==> run_1/port_nets.png <==
Bar = 50 µm.
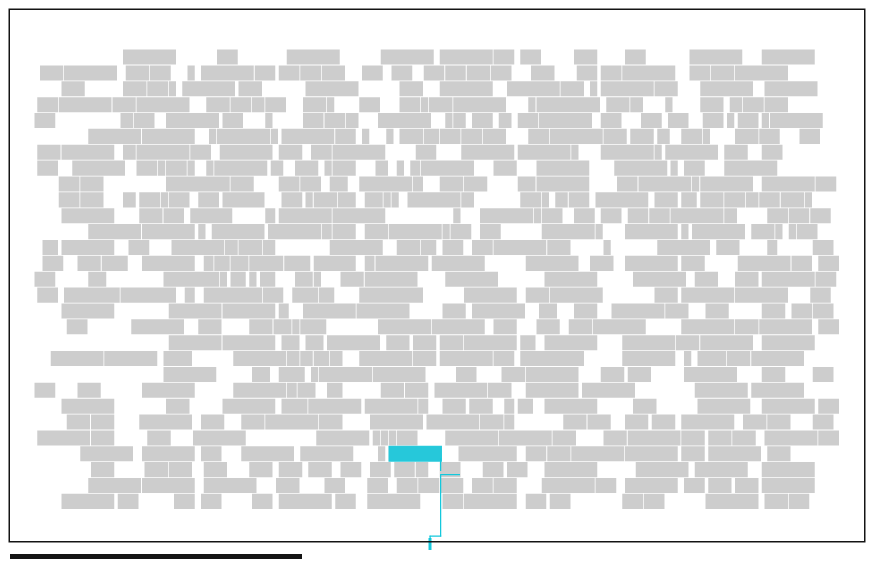
==> run_1/final_placement.png <==
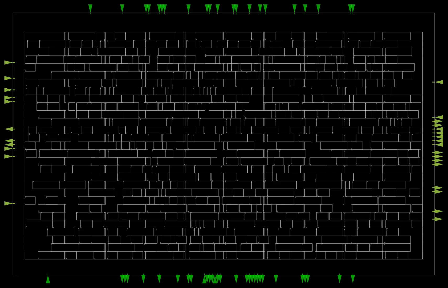
==> run_1/wire_density.png <==
The die is cut into 29 by 18 equal tiles; dark blue is low, red is high, scaled to the fullest tile. Values are wire area over tile area, all layers added.
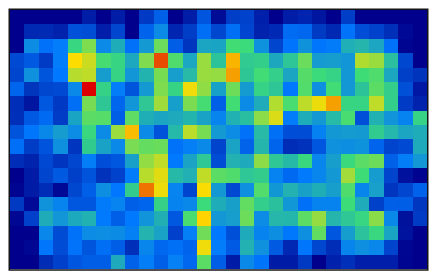
===== src/rtl/spi_slave_modes.sv =====
`default_nettype none
// ---------------------------------------------------------------------------
// Module  : spi_slave_modes
// SPI slave for all four CPOL/CPHA modes, oversampled on i_clock, with a
// one-entry tx holding buffer and an rx valid/ready handshake.
// Revision: 1.0
// ---------------------------------------------------------------------------
module spi_slave_modes #(
    parameter int FRAME_SIZE = 32,
    parameter int CPOL       = 0,
    parameter int CPHA       = 0,
    parameter int MSB_FIRST  = 1
) (
    input  logic                  i_clock,
    input  logic                  i_reset,
    input  logic                  SCLK,
    input  logic                  SC,
    input  logic                  MOSI,
    output logic                  MISO,
    output logic                  MISO_oe,
    input  logic [FRAME_SIZE-1:0] tx_data,
    input  logic                  tx_valid,
    output logic                  tx_ready,
    output logic [FRAME_SIZE-1:0] rx_data,
    output logic                  rx_valid,
    input  logic                  rx_ready,
    output logic                  frame_active,
    output logic                  rx_overrun,
    output logic                  tx_underrun,
    output logic                  frame_abort
);
    localparam int CW = (FRAME_SIZE > 2) ? $clog2(FRAME_SIZE) : 1;
    localparam logic [CW-1:0] LAST_BIT = CW'(FRAME_SIZE - 1);

    typedef enum logic [0:0] {IDLE = 1'b0, ACTIVE = 1'b1} state_t;
    state_t state, state_nx;

    logic sclk_s1, sclk_s2, sclk_d, sc_s1, sc_s2, sc_d, mosi_s1, mosi_s2;
    logic [1:0] settle;
    logic sclk_rise, sclk_fall, lead_edge, trail_edge, sample_edge, shift_edge;
    logic sc_fall, sc_rise, enter, leave;
    logic do_sample, last_sample, do_shift, boundary_load, load, accept;
    logic [FRAME_SIZE-1:0] load_word, tx_buf, tx_shift, rx_shift;
    logic [CW-1:0] bit_cnt;
    logic tx_full, miso_bit, first_pend, bnd_pend, done;

    function automatic logic first_bit(input logic [FRAME_SIZE-1:0] v);
        return (MSB_FIRST != 0) ? v[FRAME_SIZE-1] : v[0];
    endfunction

    function automatic logic [FRAME_SIZE-1:0] advance(input logic [FRAME_SIZE-1:0] v);
        return (MSB_FIRST != 0) ? {v[FRAME_SIZE-2:0], 1'b0} : {1'b0, v[FRAME_SIZE-1:1]};
    endfunction

    always_ff @(posedge i_clock or posedge i_reset) begin
        if (i_reset) begin
            sclk_s1 <= (CPOL != 0);
            sclk_s2 <= (CPOL != 0);
            sclk_d  <= (CPOL != 0);
            sc_s1   <= 1'b1;
            sc_s2   <= 1'b1;
            sc_d    <= 1'b1;
            mosi_s1 <= 1'b0;
            mosi_s2 <= 1'b0;
            settle  <= 2'd0;
        end else begin
            sclk_s1 <= SCLK;
            sclk_s2 <= sclk_s1;
            sclk_d  <= sclk_s2;
            sc_s1   <= SC;
            sc_s2   <= sc_s1;
            sc_d    <= sc_s2;
            mosi_s1 <= MOSI;
            mosi_s2 <= mosi_s1;
            if (settle != 2'd3) settle <= settle + 2'd1;
        end
    end

    assign sclk_rise   = sclk_s2 & ~sclk_d;
    assign sclk_fall   = ~sclk_s2 & sclk_d;
    assign lead_edge   = (CPOL != 0) ? sclk_fall : sclk_rise;
    assign trail_edge  = (CPOL != 0) ? sclk_rise : sclk_fall;
    assign sample_edge = (CPHA != 0) ? trail_edge : lead_edge;
    assign shift_edge  = (CPHA != 0) ? lead_edge : trail_edge;
    // An SC held low through reset must not look like a fresh falling edge
    assign sc_fall     = (settle == 2'd3) & sc_d & ~sc_s2;
    assign sc_rise     = ~sc_d & sc_s2;

    always_ff @(posedge i_clock or posedge i_reset) begin
        if (i_reset) state <= IDLE;
        else         state <= state_nx;
    end

    always_comb begin
        state_nx = state;
        enter    = 1'b0;
        leave    = 1'b0;
        case (state)
            IDLE:    if (sc_fall) begin state_nx = ACTIVE; enter = 1'b1; end
            ACTIVE:  if (sc_rise) begin state_nx = IDLE;   leave = 1'b1; end
            default: state_nx = IDLE;
        endcase
    end

    assign frame_active  = (state == ACTIVE);
    assign MISO_oe       = frame_active;
    assign MISO          = frame_active & miso_bit;
    assign tx_ready      = ~tx_full;
    assign do_sample     = frame_active & sample_edge & ~leave;
    assign last_sample   = do_sample & (bit_cnt == LAST_BIT);
    assign do_shift      = frame_active & shift_edge & ~leave;
    // CPHA=0 reloads on the shift edge that follows the last sample so the
    // next frame's first bit appears on a shift edge
    assign boundary_load = (CPHA != 0) ? last_sample : (do_shift & bnd_pend);
    assign load          = enter | boundary_load;
    assign accept        = tx_valid & ~tx_full;
    assign load_word     = tx_full ? tx_buf : '0;

    always_ff @(posedge i_clock or posedge i_reset) begin
        if (i_reset) begin
            tx_buf      <= '0;
            tx_full     <= 1'b0;
            tx_shift    <= '0;
            rx_shift    <= '0;
            rx_data     <= '0;
            rx_valid    <= 1'b0;
            bit_cnt     <= '0;
            miso_bit    <= 1'b0;
            first_pend  <= 1'b0;
            bnd_pend    <= 1'b0;
            done        <= 1'b0;
            rx_overrun  <= 1'b0;
            tx_underrun <= 1'b0;
            frame_abort <= 1'b0;
        end else begin
            rx_overrun  <= 1'b0;
            tx_underrun <= 1'b0;
            frame_abort <= leave & (bit_cnt != '0);
            done        <= last_sample;

            if (accept) tx_buf <= tx_data;
            tx_full <= (tx_full & ~load) | accept;

            if (load) begin
                tx_shift    <= load_word;
                tx_underrun <= ~tx_full;
                if (CPHA == 0) begin
                    miso_bit   <= first_bit(load_word);
                    first_pend <= 1'b0;
                end else begin
                    first_pend <= 1'b1;
                    if (enter) miso_bit <= 1'b0;
                end
            end else if (do_shift) begin
                if (first_pend) begin
                    miso_bit   <= first_bit(tx_shift);
                    first_pend <= 1'b0;
                end else begin
                    tx_shift <= advance(tx_shift);
                    miso_bit <= first_bit(advance(tx_shift));
                end
            end

            if (load || leave)    bnd_pend <= 1'b0;
            else if (last_sample) bnd_pend <= (CPHA == 0);

            if (enter || leave) begin
                bit_cnt <= '0;
            end else if (do_sample) begin
                bit_cnt  <= (bit_cnt == LAST_BIT) ? '0 : bit_cnt + CW'(1);
                rx_shift <= (MSB_FIRST != 0) ? {rx_shift[FRAME_SIZE-2:0], mosi_s2}
                                             : {mosi_s2, rx_shift[FRAME_SIZE-1:1]};
            end

            if (done) begin
                if (rx_valid && !rx_ready) begin
                    rx_overrun <= 1'b1;
                end else begin
                    rx_data  <= rx_shift;
                    rx_valid <= 1'b1;
                end
            end else if (rx_valid && rx_ready) begin
                rx_valid <= 1'b0;
            end
        end
    end
endmodule
`default_nettype wire


===== config.mk =====
export PLATFORM = sky130hd
export DESIGN_NAME = spi_slave_modes
export DESIGN_NICKNAME = d
export VERILOG_FILES = /design/src/rtl/spi_slave_modes.sv
export SDC_FILE = /design/constraint.sdc
export NUM_CORES = 1
export LEC_CHECK = 0
export CAP_MARGIN = 10
export CORE_ASPECT_RATIO = 0.6
export CORE_MARGIN = 4
export CORE_UTILIZATION = 55
export DETAILED_ROUTE_END_ITERATION = 12
export GPL_TIMING_DRIVEN = 0
export PLACE_DENSITY = 0.82
export SKIP_CTS_REPAIR_TIMING = 1
export SLEW_MARGIN = 20
export SYNTH_ARGS = -nofsm -noshare
export SYNTH_HDL_FRONTEND = slang
export SYNTH_SLANG_ARGS = --single-unit

===== constraint.sdc =====
create_clock -name i_clock -period 5.92 [get_ports i_clock]
set_clock_uncertainty 0.05 [all_clocks]
set_input_delay 1.184 -clock i_clock [delete_from_list [all_inputs] [get_ports i_clock]]
set_output_delay 1.184 -clock i_clock [all_outputs]
set_load 0.05 [all_outputs]

==> out/qor.log, run 1 <==
qor: worst_hold_path.terminating_pin_of_the_worst_hold_path mosi_s2$_DFF_PP0_
qor: sta.maximum_clock_rate 284 MHz
qor: logic_synthesis.aoi_share 0.0196
qor: drt.routed_wire_length 11500 µm
qor: sta.holdWs 297 ps
qor: final_layout.drive_above_1_share 0.315
qor: logic_synthesis.post_synth_num_cell_types 37
qor: drt.first_drt_iteration_drcs 137
qor: setup_path.critical-path-top-cell-by-count sky130_fd_sc_hd__clkbuf_1
qor: status.run_status completed
qor: final_layout.finalNetCount 572
qor: power_and_ir_drop.vdd_drop_max 0.218 mV
qor: die.total_die_area 13300 µm²
qor: logic_synthesis.fa_ha_area_frac 0.00792
qor: sta.finalHoldViolations 0
qor: final_layout.layout_top_cells_excl_fill_tap sky130_fd_sc_hd__dfrtp_1 (148), sky130_fd_sc_hd__mux2_2 (113), sky130_fd_sc_hd__clkdlybuf4s50_1 (78)
qor: clock_tree.clock_tree_from_tritoncts done
qor: clock_tree.clk_transition_reported_paths 60 ps
qor: setup_path.cp_data_arrival_time 2280 ps
qor: logic_synthesis.synth_top_cell_by_area sky130_fd_sc_hd__dfrtp_1
qor: setup_path.worstPathCellList clkbuf_1, clkbuf_1, inv_1, clkdlybuf4s50_1
qor: drt.vias 3599
qor: setup_path.worstPathMaxFanout 10
qor: final_layout.antenna-diode-count 0
qor: sta.final.setup.worst_slack 2400 ps
qor: logic_synthesis.ys_cells 431
qor: worst_hold_path.hold_path_class reg2reg
qor: placement.dp_worst_setup_slack 2840 ps
qor: logic_synthesis.synth.ff_latch_count 151
qor: setup_path.cp_data_required_time 4690 ps
qor: die.die-width 146 µm
qor: setup_path.reg2regPathDepth 6
qor: setup_path.critPathTopFamily buffers and inverters
qor: logic_synthesis.synthArstFlopShare 1.00
qor: logic_synthesis.synth-seq-area-share 0.599
qor: clock_tree.clk_path_buf_depth 2
qor: final_layout.finalInstanceArea 7940 µm²
qor: setup_path.critical_path_sink_type output pin
qor: clock_tree.htreeDepth 4
qor: placement.globalplace.congestion 0.760
qor: placement.placedCellCount 649
Notes on port_nets.png above:
- cyan: rx_overrun (bits 1; direction output; end cells 1; buffers 1; wire 18.1 µm)
top-level port count: 79
port bufs: 78

Notes on final_placement.png above:
utilization of the core after routing: 0.730
Rows: 29
n_taps: 139

Notes on wire_density.png above:
- mean over tiles: 0.13
- nearly empty tiles: 7.7%
- tiles over half the peak: 16%
- emptiest ninth of the die: lower left

[run 1: report_power, final]
group | switching (mW) | internal (mW) | total [mW]
registers | 0.106 | 1.25 | 1.36
logic | 0.212 | 0.282 | 0.494
clock network | 0.415 | 0.731 | 1.15
[run 1: cell families (layout without fill, tap and decap cells)]
kind of cell | count (synthesis) | in the layout
adders and majority gates | 4 | 4
xor gates and xnor gates | 2 | 2
AOI/OAI and AO/OA | 14 | 14
and+or+nand+nor | 54 | 54
DFF | 151 | 151
muxes | 161 | 161
buffers and inverters | 45 | 156
[run 1: layout make-up]
cell class | count | area (µm²) | share of cell area
multi-input combinational | 235 | 2270 | 0.286
sequential | 151 | 3780 | 0.476
buffer | 23 | 179 | 0.0225
tap | 139 | 174 | 0.0219
timing repair buffer | 79 | 808 | 0.102
clock inverter | 10 | 170 | 0.0214
clock buffer | 22 | 464 | 0.0584
inverter | 22 | 90.1 | 0.0113
[run 1: worst max path at each step]
stage | start | to | slack [ps] | cells past startpoint
5_1_grt | tx_full$_DFF_PP0_ | tx_ready | 2290 | 4
6_report | tx_full$_DFF_PP0_ | tx_ready | 2400 | 4
4_1_cts | tx_full$_DFF_PP0_ | tx_ready | 2410 | 4
3_3_place_gp | i_reset | tx_shift[11]$_DFFE_PP0P_ | -1150 | 2
2_1_floorplan | i_reset | MISO_oe$_DFF_PP0_ | 630 | 1
3_5_place_dp | tx_full$_DFF_PP0_ | tx_ready | 2840 | 4
[run 1: per-layer routing]
layer,up-vias,part of all wire,global-route usage
met4,0,0.013,0.0563
met3,12,0.029,0.0468
met5,-,0,0
met1,1841,0.48,0.253
met2,58,0.47,0.298
li1,1688,-,-
[run 1: sequential cells by signal, summed over array words and instances (netlist names), 2 cells and up]
signal	count
bit_cnt	5
tx_buf	32
rx_data	32
tx_shift	32
settle	2
rx_shift	32
==> run 2: changes to the inputs <==
Settings changed: CORE_UTILIZATION 55 to 50, PLACE_DENSITY 0.82 to 0.79.
Clock period 5.92 ns to 2.9 ns, I/O delays scaled along.
==> run_2/cell_classes.png <==
Fill, decap, tap and diode cells in gray.
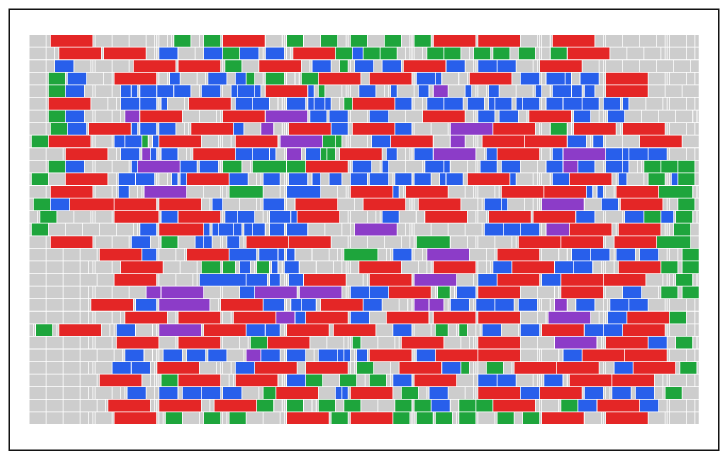
- red: flops (cells 151)
- green: other buffers and delay cells (cells 105)
- blue: all other logic (cells 257)
- purple: clock drivers and dummy loads (cells 32)

==> run_2/wire_density.png <==
The die is cut into 31 by 19 equal tiles; dark blue is low, red is high, scaled to the fullest tile. Values are wire area over tile area, all layers added.
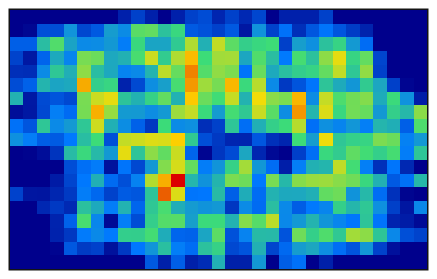
count of vias placed by the detailed router: 3626
drt wl/cell: 16.7 µm
Total Routing Usage GR: 0.177
Routed Wire Length: 11900 µm

==> run_2/port_nets.png <==
Bar = 50 µm.
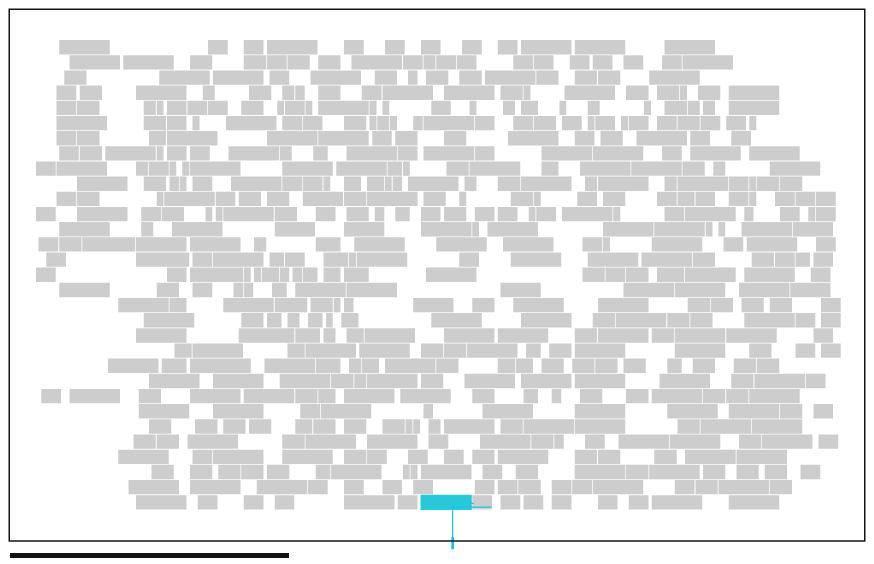
- cyan: rx_overrun (bits 1; direction output; end cells 1; buffers 1; wire 13.3 µm)

==> out/qor.log, run 2 <==
qor: logic_synthesis.ys_cells 431 [unchanged]
qor: status.run_status completed
qor: die.total_die_area 14600 µm² [+9.3%]
qor: final_layout.drive_above_1_share 0.327 [+0.0111]
qor: power_and_ir_drop.power.share.switching 0.266 [+0.0213]
qor: power_and_ir_drop.p_comb_frac 0.171 [+0.006]
qor: die.io_pins 79 [unchanged]
qor: global_routing.top_usage_layer met2
qor: clock_tree.clock_tree_from_tritoncts done
qor: power_and_ir_drop.internal-power 4.36 mW [+93%]
qor: logic_synthesis.synth_top_cell_by_area sky130_fd_sc_hd__dfrtp_1
qor: power_and_ir_drop.total_switching_power 1.58 mW [+120%]
qor: logic_synthesis.post_synth_num_cell_types 37 [unchanged]
qor: final_layout.layout_top_cells_excl_fill_tap sky130_fd_sc_hd__dfrtp_1 (148), sky130_fd_sc_hd__mux2_2 (113), sky130_fd_sc_hd__clkdlybuf4s50_1 (78)
qor: logic_synthesis.aoi_share 0.0196 [unchanged]
qor: final_layout.antenna-diode-count 0 [unchanged]
qor: logic_synthesis.synthArstFlopShare 1.00 [unchanged]
qor: power_and_ir_drop.vdd_drop_max 0.354 mV [+62%]
qor: placement.io_buffer_count 78 [unchanged]
qor: setup_path.worstPathCellList clkbuf_1, clkbuf_2, inv_1, clkdlybuf4s50_1
qor: clock_tree.clk_path_buf_depth 2 [unchanged]
run 2: cell count changes in the layout (fill, tap and decap cells not counted), sizes merged:
cell,before,now
bufinv,4,1
clkinvlp,2,3
clkinv,4,5
inv,22,27
clkbuf,27,23
buf,19,22
run 2: stage by stage:
stage          setup TNS (ps)  total power [mW]  std cells  setup WS, ps   util
6_report                    0              5.94        710           113  0.652
2_1_floorplan               0              3.53        431           369      -
3_5_place_dp                0              3.84        678           380  0.605
5_1_grt                     0              6.27        710          12.5  0.652
4_1_cts                 -59.2              6.01        710         -59.2  0.652
3_3_place_gp          -116800              3.74        674          -796  0.598
run 2: power groups by stage:
stage / Clock, mW / Sequential (mW) / Combinational, mW
4_1_cts: 2.19 / 2.78 / 1.04
6_report: 2.15 / 2.78 / 1.02
5_1_grt: 2.29 / 2.83 / 1.14
3_5_place_dp: 0 / 2.82 / 1.02
2_1_floorplan: 0 / 2.74 / 0.792
3_3_place_gp: 0 / 2.79 / 0.953
run 2: worst max-delay path by stage:
stage                             endpoint  slack [ps]
floorplan                MISO_oe$_DFF_PP0_         370
global placement    tx_buf[23]$_DFFE_PP0P_        -800
detailed placement                tx_ready         380
CTS                               tx_ready         -60
global route                      tx_ready          10
finish                            tx_ready         110
run 2: layout make-up:
class | instances | area, µm²
plain buffers | 23 | 180
repair buffers | 82 | 861
fillers | 888 | 4250
inverters | 22 | 86.3
flip-flops and latches | 151 | 3780
clock inverters | 14 | 140
clock buffers | 18 | 439
well taps | 165 | 206
multi-input cells | 235 | 2270
run 2: kinds of logic (layout without fill, tap and decap cells):
group	after synthesis	count (layout)
multiplexers	161	161
XOR/XNOR	2	2
AND/OR/NAND/NOR	54	54
buffers and inverters	45	159
flip-flops	151	151
adder cells (fa/ha/maj)	4	4
AND-OR/OR-AND	14	14
==> run 3: changes to the inputs <==
Settings changed: CAP_MARGIN 10 to 0, RECOVER_POWER from default to 100.
==> run_3/wire_density.png <==
The die is cut into 31 by 19 equal tiles; dark blue is low, red is high, scaled to the fullest tile. Values are wire area over tile area, all layers added.
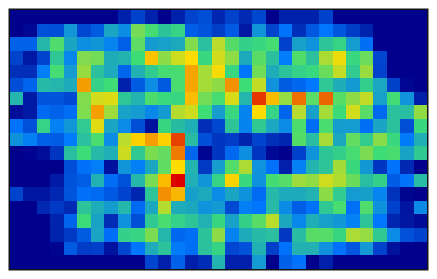
- fullest tile: 0.40
- tiles over half the peak: 21%
- emptiest ninth of the die: lower left
- mean over tiles: 0.13

==> run_3/cell_classes.png <==
Fill, decap, tap and diode cells in gray.
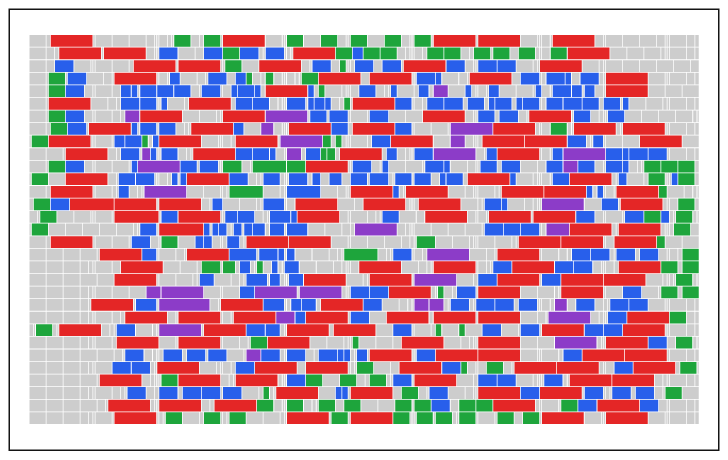
- blue: all other logic (cells 257)
- green: other buffers and delay cells (cells 105)
- purple: clock drivers and dummy loads (cells 32)
- red: flops (cells 151)

==> run_3/port_nets.png <==
Bar = 50 µm.
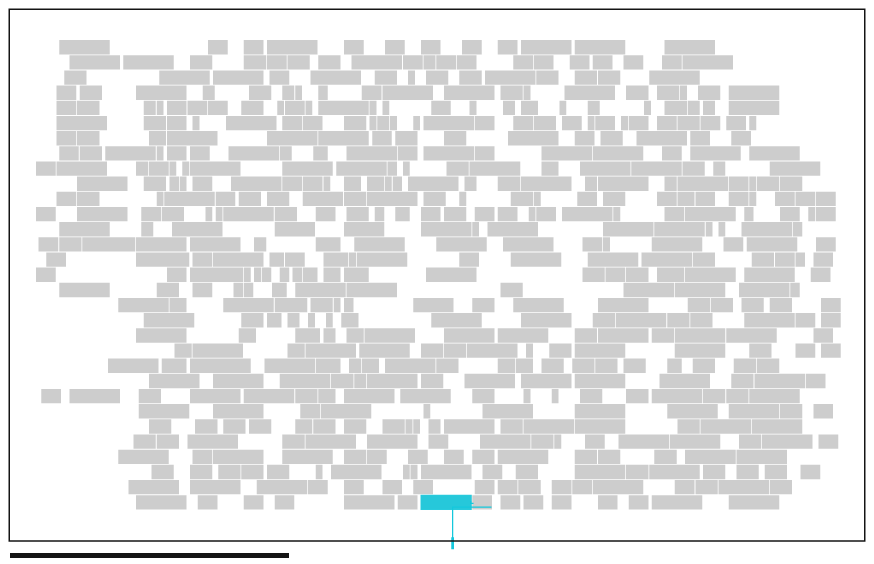
- cyan: rx_overrun (bits 1; direction output; end cells 1; buffers 1; wire 13.3 µm)

==> out/qor.log, run 3 <==
qor: status.run_status completed
qor: power_and_ir_drop.design_power_total 5.93 mW [-0.29%]
qor: global_routing.track_usage 0.177 [unchanged]
qor: die.floorplanUtilization 0.517
qor: placement.io_buffer_count 78 [unchanged]
qor: final_layout.postLayoutCoreUtil 0.645 [-0.00778]
qor: logic_synthesis.yosys_warnings 0
qor: sta.final.setup.worst_slack 110 ps [-3.19 ps]
qor: logic_synthesis.post_synth_num_cell_types 37 [unchanged]
qor: placement.placedCellCount 678 [unchanged]
qor: drt.vias 3621 [-0.14%]
qor: placement.dp_worst_setup_slack 380 ps [unchanged]
qor: global_routing.vias_in_the_first_global_route 4019
qor: worst_hold_path.holdPathStages 0
qor: power_and_ir_drop.power.static_leakage 4.02 nW
qor: final_layout.finalNetCount 575
qor: logic_synthesis.synth_top_cell_by_area sky130_fd_sc_hd__dfrtp_1
qor: logic_synthesis.fa_ha_area_frac 0.00792
qor: final_layout.final_cell_count_no_fill 710 [unchanged]
qor: die.io_pins 79 [unchanged]
qor: final_layout.antenna-diode-count 0 [unchanged]
qor: logic_synthesis.aoi_share 0.0196 [unchanged]
qor: sta.accumulated_negative_setup_slack 0 ps [unchanged]
qor: drt.drt-wirelength-per-cell 16.8 µm [+0.39%]
qor: drt.routed_wire_length 11900 µm [+0.39%]
qor: power_and_ir_drop.vdd_drop_max 0.355 mV [+0.28%]
qor: logic_synthesis.ys_cells 431 [unchanged]
qor: clock_tree.clock_tree_from_tritoncts done
qor: logic_synthesis.synthArstFlopShare 1.00 [unchanged]
qor: logic_synthesis.post_synthesis_instance_total 431
qor: clock_tree.clk_path_buf_depth 2 [unchanged]
qor: final_layout.finalInstanceArea 7880 µm²
qor: final_layout.fill_cells 902 [+1.6%]
qor: final_layout.drive_above_1_share 0.301 [-0.0257]
qor: setup_path.critical_path_sink_type output pin
==> run 3: cell count changes in the layout (fill, tap and decap cells not counted), sizes merged <==
cell / previous run / this run
buf: 22 / 8
dlygate4sd3: 0 / 44
clkbuf: 23 / 37
clkdlybuf4s50: 78 / 34
==> run 3: routing by layer <==
layer	up-vias	global-route usage	wire, µm
met1	1854	0.240	5730
met4	0	0.0563	133
met3	12	0.0458	389
li1	1701	-	-
met5	-	0	0
met2	54	0.286	5680
==> run 3: layout make-up <==
type / count / area, µm² / share of cell area
Tap cell: 165 / 206 / 0.0262
Inverter: 22 / 83.8 / 0.0106
Buffer: 23 / 149 / 0.0189
Multi-Input combinational cell: 235 / 2250 / 0.286
Clock buffer: 18 / 439 / 0.0558
Sequential cell: 151 / 3780 / 0.480
Clock inverter: 14 / 140 / 0.0178
Timing Repair Buffer: 82 / 822 / 0.104
==> run 3: critical path, stage by stage, from the launching register on <==
cell and delay, ps:
sky130_fd_sc_hd__dfrtp_1 330, sky130_fd_sc_hd__clkbuf_1 340, sky130_fd_sc_hd__clkbuf_2 330, sky130_fd_sc_hd__inv_1 60
sky130_fd_sc_hd__clkdlybuf4s50_1 700
==> run 3: worst max path at each step <==
stage / cells past startpoint / slack, ps / from / end
detailed placement: 4 / 380 / tx_full$_DFF_PP0_ / tx_ready
CTS: 4 / -60 / tx_full$_DFF_PP0_ / tx_ready
finish: 4 / 110 / tx_full$_DFF_PP0_ / tx_ready
floorplan: 1 / 370 / i_reset / MISO_oe$_DFF_PP0_
global route: 4 / 10 / tx_full$_DFF_PP0_ / tx_ready
global placement: 2 / -800 / i_reset / tx_buf[23]$_DFFE_PP0P_
==> run 3: where the power goes <==
group          internal (mW)  switching [mW]
Clock                   1.23           0.926
Sequential              2.55           0.221
Combinational          0.565           0.433
Power figures rest on the tool's default switching activity, not on a simulated workload.
